**src/rtl/sum_collect_pkg.sv**
```systemverilog
// Shared defaults and width helpers for the sum-collecting FIFO.
// The widths follow from DEPTH so that the top and storage agree on pointer size.
package sum_collect_pkg;

    localparam int W_DEF     = 12;
    localparam int DEPTH_DEF = 4;
    localparam int ACC_W_DEF = W_DEF + 4;

    function automatic int ptr_width(input int depth);
        return (depth > 1) ? $clog2(depth) : 1;
    endfunction

    function automatic int cnt_width(input int depth);
        return $clog2(depth + 1);
    endfunction

    localparam int PTR_W_DEF = ptr_width(DEPTH_DEF);
    localparam int CNT_W_DEF = cnt_width(DEPTH_DEF);

endpackage

```
**src/rtl/sum_collect_ram.sv**
```systemverilog
// DEPTH x W storage: one synchronous write port, one asynchronous read port.
// Contents are deliberately not reset.
module sum_collect_ram
    import sum_collect_pkg::*;
#(
    parameter int W     = W_DEF,
    parameter int DEPTH = DEPTH_DEF,
    parameter int PTR_W = ptr_width(DEPTH)
) (
    input  logic             clk,
    input  logic             we,
    input  logic [PTR_W-1:0] waddr,
    input  logic [W-1:0]     wdata,
    input  logic [PTR_W-1:0] raddr,
    output logic [W-1:0]     rdata
);

    logic [W-1:0] mem_r [DEPTH];

    // Write port
    always_ff @(posedge clk) begin
        if (we) begin
            mem_r[waddr] <= wdata;
        end
    end

    assign rdata = mem_r[raddr];

endmodule

```
**src/rtl/sum_collect_fifo.sv**
```systemverilog
// First-word-fall-through FIFO for adder sums, with a running accumulator of
// every word popped and a sticky overflow flag for dropped words.
module sum_collect_fifo
    import sum_collect_pkg::*;
#(
    parameter int W     = W_DEF,
    parameter int DEPTH = DEPTH_DEF,
    parameter int ACC_W = W + 4
) (
    input  logic                       clk,
    input  logic                       rst,
    input  logic                       in_valid,
    input  logic [W-1:0]               in_data,
    input  logic                       clear,
    output logic                       out_valid,
    input  logic                       out_ready,
    output logic [W-1:0]               out_data,
    output logic [$clog2(DEPTH+1)-1:0] count,
    output logic [ACC_W-1:0]           acc,
    output logic                       overflow
);

    localparam int PTR_W = ptr_width(DEPTH);
    localparam int CNT_W = cnt_width(DEPTH);

    logic [PTR_W-1:0] wptr_r;
    logic [PTR_W-1:0] rptr_r;
    logic [CNT_W-1:0] count_r;
    logic [CNT_W-1:0] count_nxt_s;
    logic [ACC_W-1:0] acc_r;
    logic             ovf_r;
    logic             valid_r;
    logic             push_s;
    logic             pop_s;
    logic             we_s;
    logic [W-1:0]     rd_data_s;

    // A full FIFO still accepts a word when the head leaves on the same edge.
    assign pop_s  = valid_r & out_ready;
    assign push_s = in_valid & ((count_r != CNT_W'(DEPTH)) | pop_s);
    assign we_s   = push_s & ~clear;

    // Next occupancy from the push/pop pair
    always_comb begin
        count_nxt_s = count_r;
        case ({push_s, pop_s})
            2'b10:   count_nxt_s = count_r + CNT_W'(1);
            2'b01:   count_nxt_s = count_r - CNT_W'(1);
            default: count_nxt_s = count_r;
        endcase
    end

    // Pointers, occupancy, accumulator and sticky overflow
    always_ff @(posedge clk or posedge rst) begin
        if (rst) begin
            wptr_r  <= '0;
            rptr_r  <= '0;
            count_r <= '0;
            valid_r <= 1'b0;
            acc_r   <= '0;
            ovf_r   <= 1'b0;
        end else if (clear) begin
            wptr_r  <= '0;
            rptr_r  <= '0;
            count_r <= '0;
            valid_r <= 1'b0;
            acc_r   <= '0;
            ovf_r   <= 1'b0;
        end else begin
            if (push_s) begin
                wptr_r <= wptr_r + PTR_W'(1);
            end
            if (pop_s) begin
                rptr_r <= rptr_r + PTR_W'(1);
                acc_r  <= acc_r + ACC_W'(rd_data_s);
            end
            if (in_valid && !push_s) begin
                ovf_r <= 1'b1;
            end
            count_r <= count_nxt_s;
            valid_r <= (count_nxt_s != CNT_W'(0));
        end
    end

    sum_collect_ram #(
        .W     (W),
        .DEPTH (DEPTH),
        .PTR_W (PTR_W)
    ) u_ram (
        .clk   (clk),
        .we    (we_s),
        .waddr (wptr_r),
        .wdata (in_data),
        .raddr (rptr_r),
        .rdata (rd_data_s)
    );

    // Masking keeps out_data defined while the unreset storage is still unknown.
    assign out_data  = valid_r ? rd_data_s : W'(0);
    assign out_valid = valid_r;
    assign count     = count_r;
    assign acc       = acc_r;
    assign overflow  = ovf_r;

endmodule

```
**config.mk**
```make
export PLATFORM = sky130hd
export DESIGN_NAME = sum_collect_fifo
export DESIGN_NICKNAME = d
export VERILOG_FILES = /design/src/rtl/sum_collect_pkg.sv /design/src/rtl/sum_collect_ram.sv /design/src/rtl/sum_collect_fifo.sv
export SDC_FILE = /design/constraint.sdc
export NUM_CORES = 1
export LEC_CHECK = 0
export ABC_AREA = 1
export CAP_MARGIN = 20
export CORE_ASPECT_RATIO = 1.1
export CORE_MARGIN = 2
export CORE_UTILIZATION = 55
export DETAILED_ROUTE_END_ITERATION = 10
export DONT_BUFFER_PORTS = 1
export PLACE_DENSITY = 0.76
export SYNTH_ARGS = -nofsm -noshare
export SYNTH_HDL_FRONTEND = slang
export SYNTH_SLANG_ARGS = --single-unit
```
**constraint.sdc**
```tcl
create_clock -name clk -period 3.7 [get_ports clk]
set_clock_uncertainty 0.1 [all_clocks]
set_input_delay 0.925 -clock clk [delete_from_list [all_inputs] [get_ports clk]]
set_output_delay 0.925 -clock clk [all_outputs]
set_load 0.03 [all_outputs]
```
==> run notes, run 1 <==
Notes on the physical design

The run finished with clean final reports. Per the placement log, port buffering inserted 0 buffers. The TritonCTS buffer count is 9. The number of buffer and inverter instances along the worst setup path is 1. The placer's final routability congestion estimate is 0.925. Leaving out fill and tap cells, the most frequent cells in the layout are nand2_1, nor2_1, edfxtp_1, inv_1. After routing, the total negative slack on setup checks comes to 0 ns. Per the area breakdown, the dominant cell category is registers. The count of hold-fix buffers inserted at cts is 0. Per the OpenROAD floorplan log, the area of the core is 6630 sq um.

The slew at the pin closest to its max-slew limit is 0.945 ns. The count of H-tree levels built during CTS is 3. The mapped cell area is 3780 sq um.

The remaining max-slew budget at the tightest pin is 0.368. Measured on the finished design, the core utilization comes to 0.619. Across all setup checks in the final design, the least slack found is 0.485 ns.

For the worst setup path, the data arrival time is 2.19 ns. The synthesis-stage register bit count is 73. The total grt overflow is 0. For this design, the slowest cell found on the critical path is dfrtp_1.

Per STA, the worst path accumulates the most delay in the family flip-flops. The number of max-capacitance violations reported is 0. The share of synthesized area in the top cell type comes to 0.381. The count of flip-flops and latches is 73.

For reference, the mux area share after synthesis is 0.00265. The number of cells on the worst reg-to-reg path is 15. The quantity of gates resized following cts is 0.

The completed layout was analyzed and its total power is 2.52 mW. The net count after synthesis is 452. The vertical die dimension is 90.9 microns. The fraction of final cell area spent on non-clock buffers in this run is 0.0177.

The period utilization is 0.869. The top fanout value on the critical path is 18. Sorting the synthesized cells by area gives the leading types as edfxtp_1, dfrtp_1, nand2_1, nor2_1, ha_1. Timing analysis after detailed placement gives a worst setup slack of 0.863 ns. The clock tree cell share of total cell area is 0.0491. The final max-slew violation count recorded for this run is 0. The die extent in x is 83.0 microns. The cell chosen for the clock root is clkbuf_8.

The largest non-sequential cell family by area is simple AND/OR/NAND/NOR gates. For reference, the most critical setup path is categorized as reg -> out. The path type of the worst min-delay path is in -> async. Per the final layout report, the fraction of cells sized above drive strength 1 comes to 0.0956. For this run, combinational gates with multiple inputs come to 289. The launching element type of the critical path is a register. edfxtp_1 takes more of the synthesized area than any other cell. The synthesized instance count is 416.

The share of the core area taken by cells at floorplan is 0.570. The post-DP HPWL is 5640 microns. The count of warnings emitted by yosys is 0. The global-route wire length before repair is 13400 microns. In the final layout, the fill cell count is 539. The chip occupies 7550 sq um. Counting tap cells, the placed design contains a total of 494 instances. According to the timing report, the critical path is captured at out_data[1].

The number of tap instances is 82. Listed in order, past its start point the critical path passes buf_4 -> nor2_1 -> nor2_1 -> o21ai_0 -> a21oi_1. The number of clock-tree buffers in the layout is 9. The largest net degree at the start of global routing is 26. The number of flops mapped to enable cells by yosys is 48.

The adder and majority cell fraction of the synthesized area is 0.0669. The fraction of cell area in sequential cells is reported as 0.504. In this run, the synthesized area fraction spent on xor and xnor cells is recorded as 0.00463.
[run 1: metal layers]
layer | global-route usage | wire length [microns]
met1 | 0.273 | 3220
met2 | 0.380 | 4080
met4 | 0.0847 | 87
met3 | 0.0718 | 580
met5 | 0 | 0
[run 1: power breakdown]
group / switching [mW] / internal, mW / total (mW)
Combinational: 0.539 / 0.228 / 0.768
Sequential: 0.179 / 0.944 / 1.12
Clock: 0.317 / 0.315 / 0.632
[run 1: Yosys cell counts, types with 3 or more instances]
cell / count
a21oi_1: 29
buf_2: 4
clkbuf_1: 3
dfrtp_1: 25
edfxtp_1: 48
ha_1: 17
inv_1: 38
nand2_1: 87
nand2_2: 4
nand3_1: 16
nor2_1: 73
o21ai_0: 29
o21ai_1: 7
Run 1, close-up of the layout:
Window x 27 to 57, y 30 to 60 microns. Cells in gray, sequential cells in the stronger gray; small squares are vias.
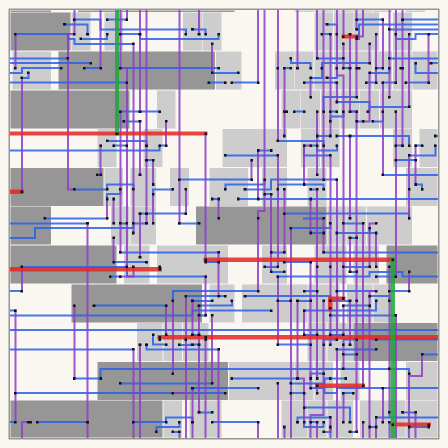
| color | layer |
|---|---|
| red | M3 |
| purple | M2 |
| blue | M1 |
| green | M4 |
netlist names of flops here include: u_ram.mem_r (5), acc (2), rptr_r (2)
most frequent: nand2_1 (18), nor2_1 (13), inv_1 (7)
sequential cells in the window: 9
cells with their middle in the window: 79

Run 1, wiring heat map:
Scale: 3 px per micron. The die is cut into 17 by 18 equal tiles; dark purple is low, yellow is high, scaled to the fullest tile. Values are wire area over tile area, all layers added.
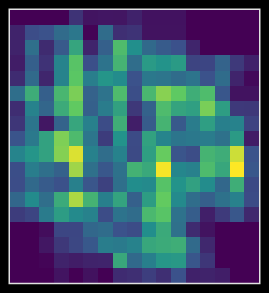
fullest tile: 0.53
tiles over half the peak: 24%
nearly empty tiles: 14%
mean over tiles: 0.17
Tot GR Track Use: 0.226
routed len/inst: 15.6 microns
final WL: 7970 microns
total via count in the routed design: 2839

Run 1, gate-type map:
Scale: 4 px per micron.
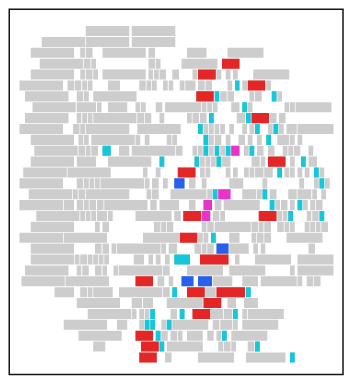
| color | family | cells |
|---|---|---|
| blue | non-inverting ao/oa cells | 4 |
| magenta | and/or cells | 4 |
| red | fa/ha/maj cells | 19 |
| cyan | inv cells | 44 |
combinational share of cell area: 0.362
commonest non-fill, non-tap cell in the layout: nand2_1
non-filler instance count after layout: 511

==> inputs of run 2 (changes only) <==
--- a/config.mk
+++ b/config.mk
@@ -10,9 +10,11 @@
 export CORE_ASPECT_RATIO = 1.1
 export CORE_MARGIN = 2
 export CORE_UTILIZATION = 55
+export CTS_BUF_LIST = sky130_fd_sc_hd__clkbuf_16
 export DETAILED_ROUTE_END_ITERATION = 10
 export DONT_BUFFER_PORTS = 1
 export PLACE_DENSITY = 0.76
 export SYNTH_ARGS = -nofsm -noshare
 export SYNTH_HDL_FRONTEND = slang
+export SYNTH_HIERARCHICAL = 1
 export SYNTH_SLANG_ARGS = --single-unit
Run 2, close-up of the layout:
Window x 28 to 58, y 32 to 62 microns. Cells in gray, sequential cells in the stronger gray; small squares are vias.
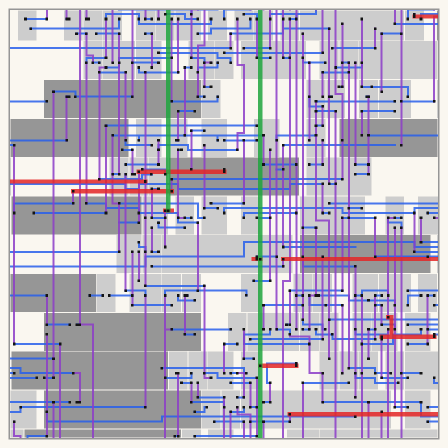

==> run 2 against run 1 <==
Clock-buffer cell count is the same; critical path depth grew 1; core utilization rose by 0.57 points; largest cell class unchanged; largest power group is now combinational logic.
==> run notes, run 2 <==
Notes on the physical design

Run status: finished, final reports clean (unchanged). The adder and majority cell fraction of the synthesized area came to 0.0473 (was 0.0669). Main area contributors: edfxtp_1, dfrtp_1, nand2_1, inv_1, nand3_1 (was edfxtp_1, dfrtp_1, nand2_1, nor2_1, ha_1).

The number of vias in the routed layout is 3048 (was 2839). The switching component of the power was 1.42 mW (was 1.03 mW). The number of sinks on the clock net came to 73 (unchanged). The total negative slack is 0 ns (unchanged). The length in cells of the worst reg-to-reg path was 15 (unchanged). The most instantiated flip-flop cell in the synthesis netlist is edfxtp_1 (unchanged). The met2 wirelength from detailed routing is 4520 microns (was 4080 microns). Most numerous logic cells after layout: nand2_1, inv_1, edfxtp_1, nand3_1, dfrtp_1 (was nand2_1, nor2_1, edfxtp_1, inv_1). The post-synthesis mux area share is 0 (was 0.00265). The largest power group was combinational logic (was registers). The power density over cell area is 754 nW/um^2 (was 614 nW/um^2).

The fraction of final layout cells sized beyond drive strength 1 is 0.0837 (was 0.0956). The global-route wire length before repair is 13900 microns (was 13400 microns). Synth top cells by count: nand2_1, inv_1, edfxtp_1, nand3_1, dfrtp_1 (was nand2_1, nor2_1, edfxtp_1, inv_1). The most area-hungry cell type in the Yosys netlist is edfxtp_1 (unchanged).

The standard cell with the maximum stage delay on the critical path was dfrtp_1 (unchanged). The total sequential power came to 1.20 mW (was 1.12 mW). The number of buffer and inverter instances along the worst setup path is 2 (was 1).

The final total power is 3.32 mW (was 2.52 mW). The top fanout value on the critical path is 26 (was 18). The overall track demand over capacity in global routing is 0.227 (was 0.226).

The slew at the pin closest to its max-slew limit came to 0.865 ns (was 0.945 ns). The count of warnings emitted by yosys is 6 (was 0). The proportion of power drawn by combinational gates is 0.370 (was 0.304). The net count after synthesis came to 522 (was 452). The non-filler instance count after layout is 587 (was 511).

The number of cells on the critical path is 6 (was 5). The vertical die dimension came to 93.7 microns (was 90.9 microns). The number of distinct library cells after synthesis is 37 (was 39). The total internal power is 1.90 mW (was 1.49 mW). The capture point of the worst path is out_data[1] (unchanged).

The synthesis-stage register bit count came to 73 (unchanged). The detailed-route vias per instance is 5.19 (was 5.56). The core area was 7050 sq um (was 6630 sq um). Sequence of cells on the critical path: inv_6 -> nand2_1 -> nand3_1 -> nand2_1 -> nand2_1 -> inv_1 (was buf_4 -> nor2_1 -> nor2_1 -> o21ai_0 -> a21oi_1).

The largest net degree at the start of global routing is 27 (was 26). The fraction of synthesized cell area taken by the top area cell type is 0.358 (was 0.381). The placer's final routability congestion estimate is 0.929 (was 0.925). The period utilization is 0.863 (was 0.869). The number of violations reported at the end of detailed-routing iteration 0 is 175 (was 239).

The launching element type of the critical path is a register (unchanged). The switching fraction of total power is 0.429 (was 0.410). The floorplan utilization is 0.571 (was 0.570). The cell chosen for the clock root was clkbuf_16 (was clkbuf_8). The post-DP HPWL is 5880 microns (was 5640 microns).

The final tally of max-slew violations is 0 (unchanged). The most crowded layer after global routing is met2 (unchanged). The placed cell count is 570 (was 494). The most numerous cell in the Yosys netlist is nand2_1 (unchanged). The combinational-cell power consumption is 1.23 mW (was 0.768 mW). The number of I/O pins came to 50 (unchanged).

The clock network power is 0.893 mW (was 0.632 mW). The xor-xnor portion of the synthesized cell area is 0 (was 0.00463). The synthesis-to-finish area growth is 9.39% (was 8.61%).

The portion of total power attributed to sequential cells came to 0.361 (was 0.445). The full die area is 8020 sq um (was 7550 sq um). The top layer used by detailed routing is met4 (unchanged). The signal arrival time at the worst endpoint is 2.17 ns (was 2.19 ns). The total inserted antenna cells is 0 (unchanged).

The end-of-flow core utilization is 0.625 (was 0.619). The critical setup path kind is reg -> out (unchanged). The count of H-tree levels built during CTS is 3 (unchanged). The quantity of gates resized following cts came to 0 (unchanged). The largest non-sequential cell family by area is simple AND/OR/NAND/NOR gates (unchanged).

The kind of cell adding the most delay to the critical path is flip-flops (unchanged). The count of hold-fix buffers inserted at cts came to 0 (unchanged). The data required time at the worst endpoint came to 2.67 ns (about the same). The TritonCTS buffer count is 9 (unchanged).

The total grt overflow is 0 (unchanged). The global-route met3 utilization is 0.0598 (was 0.0718). The clock power share was 0.269 (was 0.250).

The met2 usage came to 0.399 (was 0.380). The total setup violations reported at the end of the flow is 0 (unchanged). The number of flops mapped to enable cells by yosys was 48 (unchanged). The die extent in x was 85.6 microns (was 83.0 microns).

The path type of the worst min-delay path is in -> async (unchanged). The met1 track demand over resource in global routing is 0.261 (was 0.273). The amount of wire on met3 after detailed routing is 460 microns (was 580 microns). The total of buffers placed on input and output ports is 0 (unchanged).

The sum of routed wire length over all layers is 8470 microns (was 7970 microns). The synthesized instance count is 491 (was 416). The remaining max-slew budget at the tightest pin is 0.423 (was 0.368).

The top logic cell by instance count in the layout is nand2_1 (unchanged). The clock transition at the registers of the reported paths is 0.05 ns (was 0.09 ns). The number of max-capacitance violations reported is 0 (unchanged). The routed length on met1 came to 3360 microns (was 3220 microns). The mapped cell area is 4020 sq um (was 3780 sq um). The per-cell routed wire length came to 14.4 microns (was 15.6 microns).
==> run 2: layout make-up <==
cell class | instances | area [sq um]
clock buffer | 9 | 225
clock inverter | 7 | 80.1
fill | 613 | 2650
inverter | 110 | 418
multi-input combinational | 298 | 1460
sequential | 73 | 2070
tap | 85 | 106
timing repair buffer | 5 | 45.0
==> run 2: metrics by stage <==
stage                     cell area [sq um]  hold slack, ns  setup WS (ns)
after floorplan                        4020           0.396           1.00
after global placement                 4080           0.424          0.879
after detailed placement               4080           0.451          0.769
after CTS                              4390           0.457          0.501
after global routing                   4400           0.441          0.346
final                                  4400           0.411          0.508
==> run 2: cell families after synthesis <==
group,Yosys count
AND/OR/NAND/NOR,249
buffers and inverters,120
flip-flops,73
AND-OR/OR-AND,35
adder cells (fa/ha/maj),14
==> inputs of run 3 (changes only) <==
--- a/config.mk
+++ b/config.mk
@@ -11,9 +11,10 @@
 export CORE_MARGIN = 2
 export CORE_UTILIZATION = 55
 export CTS_BUF_LIST = sky130_fd_sc_hd__clkbuf_16
+export CTS_CLUSTER_SIZE = 8
 export DETAILED_ROUTE_END_ITERATION = 10
 export DONT_BUFFER_PORTS = 1
-export PLACE_DENSITY = 0.76
+export PLACE_DENSITY = 0.79
 export SYNTH_ARGS = -nofsm -noshare
 export SYNTH_HDL_FRONTEND = slang
 export SYNTH_HIERARCHICAL = 1
==> constraint.sdc (replaced) <==
create_clock -name clk -period 2.7 [get_ports clk]
set_clock_uncertainty 0.1 [all_clocks]
set_input_delay 0.675 -clock clk [delete_from_list [all_inputs] [get_ports clk]]
set_output_delay 0.675 -clock clk [all_outputs]
set_load 0.03 [all_outputs]
Run 3, wiring heat map:
Scale: 3 px per micron. The die is cut into 17 by 19 equal tiles; dark purple is low, yellow is high, scaled to the fullest tile. Values are wire area over tile area, all layers added.
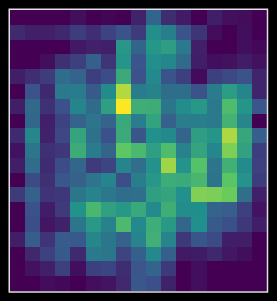
mean over tiles: 0.18
emptiest ninth of the die: top left
nearly empty tiles: 13%
tiles over half the peak: 18%
fullest tile: 0.64
routed len/inst: 15.0 microns
Tot GR Track Use: 0.241

==> run 3 against run 2 <==
Total power up 45%; sequential share of layout area down 0.91 points; combinational power up 52%; critical path type is now reg -> reg; global-route usage up 1.3 points; wire length up 5.0%; clock-buffer cell count unchanged; worst setup slack worse by 0.26 ns; sequential cell count unchanged; final cell count up 1.2%; largest cell class unchanged; critical path depth up 7; core utilization up 1.3 points; final area up 2.0%.
==> run notes, run 3 <==
Notes on the physical design

The largest power group was combinational logic (unchanged). The proportion of power drawn by combinational gates is 0.387 (was 0.370). Most numerous logic cells after layout: nand2_1, inv_1, edfxtp_1, nand3_1, dfrtp_1 (unchanged).

The clock power share is 0.288 (was 0.269). The count of H-tree levels built during CTS is 3 (unchanged). The length in cells of the worst reg-to-reg path was 13 (was 15). The switching fraction of total power is 0.426 (was 0.429). The sum of routed wire length over all layers came to 8890 microns (was 8470 microns). The final count of hold timing violations is 0 (unchanged). The proportion of synthesized chip area in sequential cells is 0.514 (unchanged).

The adder and majority cell fraction of the synthesized area is 0.0473 (unchanged). The number of distinct library cells after synthesis is 37 (unchanged). The combinational-cell power consumption is 1.87 mW (was 1.23 mW).

The maximum count of clock buffers along a single path came to 2 (unchanged). The vertical die dimension was 93.7 microns (unchanged). The synthesis-to-finish area growth was 11.6% (was 9.39%). The detailed-route vias per instance is 5.36 (was 5.19). The global-route met3 utilization is 0.0764 (was 0.0598). The launching instance or port of the critical path is rptr_r[0]$_DFFE_PP0P_ (unchanged). The synthesized instance count is 491 (unchanged).

The placer's final routability congestion estimate is 0.911 (was 0.929). Synth top cells by count: nand2_1, inv_1, edfxtp_1, nand3_1, dfrtp_1 (unchanged). The clock network power is 1.39 mW (was 0.893 mW). The path type of the worst min-delay path was in -> async (unchanged). The quantity of gates resized following cts came to 0 (unchanged).

Dividing the final minimum period by the clock period gives 0.907. The footprint of the flip-flops and latches is 2070 sq um (about the same). The number of violations reported at the end of detailed-routing iteration 0 is 187 (was 175). The cell count listed in synth_stat.txt is 491 (unchanged).

The total negative slack is 0 ns (unchanged). The critical setup path kind is reg -> reg (was reg -> out). The most crowded layer after global routing is met2 (unchanged). The top layer used by detailed routing is met4 (unchanged). The core area came to 7050 sq um (unchanged).

The reg-to-reg critical path startpoint is rptr_r[0]$_DFFE_PP0P_ (unchanged). The post-synthesis mux area share is 0 (unchanged). The floorplan utilization is 0.571 (unchanged). The number of sinks on the clock net was 73 (unchanged). The top logic cell by instance count in the layout is nand2_1 (unchanged). The synthesis-stage register bit count is 73 (unchanged). The total sequential power is 1.57 mW (was 1.20 mW).

The remaining max-slew budget at the tightest pin is 0.711 (was 0.423). The total internal power is 2.77 mW (was 1.90 mW). The post-DP HPWL is 6210 microns (was 5880 microns). The launching element type of the critical path is a register (unchanged). The number of I/O pins was 50 (unchanged).

The count of warnings emitted by yosys is 6 (unchanged). The die extent in x came to 85.6 microns (unchanged). The total cell area at the placement stage is 4130 sq um (was 4080 sq um). The post-placement setup slack came to 0.175 ns (was 0.769 ns).

The net count after synthesis is 522 (unchanged). The mapped cell area was 4020 sq um (unchanged). The non-filler instance count after layout is 594 (was 587).

The clock transition at the registers of the reported paths is 0.06 ns (was 0.05 ns). The fraction of synthesized cell area taken by the top area cell type is 0.358 (unchanged). The full die area came to 8020 sq um (unchanged). The xor-xnor portion of the synthesized cell area is 0 (unchanged). The data required time at the worst endpoint is 2.82 ns (was 2.67 ns). The count of hold-fix buffers inserted at cts is 0 (unchanged). The total inserted antenna cells is 0 (unchanged). The post-synthesis async set-or-reset flop share came to 0.342 (unchanged). The TritonCTS buffer count was 9 (unchanged).

The most area-hungry cell type in the Yosys netlist is edfxtp_1 (unchanged). The top fanout value on the critical path was 18 (was 26). The number of vias in the routed layout is 3183 (was 3048). Main area contributors: edfxtp_1, dfrtp_1, nand2_1, inv_1, nand3_1 (unchanged). The floorplan row count is 32 (unchanged). The signal arrival time at the worst endpoint is 2.57 ns (was 2.17 ns).

The capture point of the worst path is acc[11]$_DFFE_PP0P_ (was out_data[1]). The worst path setup slack after routing came to 0.251 ns (was 0.508 ns). The largest net degree at the start of global routing is 26 (was 27). The most numerous cell in the Yosys netlist is nand2_1 (unchanged). The total of buffers placed on input and output ports is 0 (unchanged). The worst reg-to-reg setup slack is 0.25 ns (was 0.72 ns). The final total power was 4.83 mW (was 3.32 mW). The power density over cell area is 1070 nW/um^2 (was 754 nW/um^2). The residual DRC count is 0 (unchanged). The met1 track demand over resource in global routing is 0.262 (was 0.261). The worst hold margin is 0.188 ns (was 0.411 ns). The amount of wire on met3 after detailed routing was 575 microns (was 460 microns). The met2 usage is 0.419 (was 0.399). The final tally of max-slew violations was 0 (unchanged). The most instantiated flip-flop cell in the synthesis netlist is edfxtp_1 (unchanged). The switching component of the power is 2.06 mW (was 1.42 mW). The global-route wire length before repair is 14700 microns (was 13900 microns). The logic area was 1460 sq um (unchanged). The layout filler cell count is 574 (was 613). The routed length on met1 is 3510 microns (was 3360 microns).

The largest non-sequential cell family by area is simple AND/OR/NAND/NOR gates (unchanged). The number of max-capacitance violations reported is 0 (unchanged). The total grt overflow came to 0 (unchanged). The fraction of final layout cells sized beyond drive strength 1 is 0.106 (was 0.0837). Run status: finished, final reports clean (unchanged). The total setup violations reported at the end of the flow was 0 (unchanged).

The slew at the pin closest to its max-slew limit was 0.433 ns (was 0.865 ns). The portion of total power attributed to sequential cells is 0.326 (was 0.361). The end-of-flow core utilization is 0.637 (was 0.625). The number of flops mapped to enable cells by yosys is 48 (unchanged).

The met2 wirelength from detailed routing is 4510 microns (was 4520 microns). The placed cell count is 576 (was 570). The final standard cell area without fillers was 4490 sq um (was 4400 sq um). The cell chosen for the clock root was clkbuf_16 (unchanged).
-- run 3: critical path, cell delays in order, from the launching register on --
cell and delay, ns:
dfrtp_2 0.44, buf_4 0.26, nand2_1 0.09, nand3_1 0.09, nand2_1 0.10, ha_1 0.36, nand2_1 0.14, inv_1 0.05
a21oi_1 0.15, nand2_1 0.17, nand2_1 0.12, nand3b_1 0.10, nand3_1 0.09, nand2_1 0.05
-- run 3: logic make-up after synthesis --
family,Yosys count
buf+inv,120
compound gates,35
fa+ha+maj,14
simple gates,249
flops,73
-- run 3: cell type report --
type	instances	share of cell area
clock buffers	9	0.0501
clock inverters	7	0.0276
inverters	110	0.0930
multi-input cells	298	0.325
flip-flops and latches	73	0.460
well taps	85	0.0237
repair buffers	12	0.0201
No activity file was given, so power comes from the tool's default toggle rates.
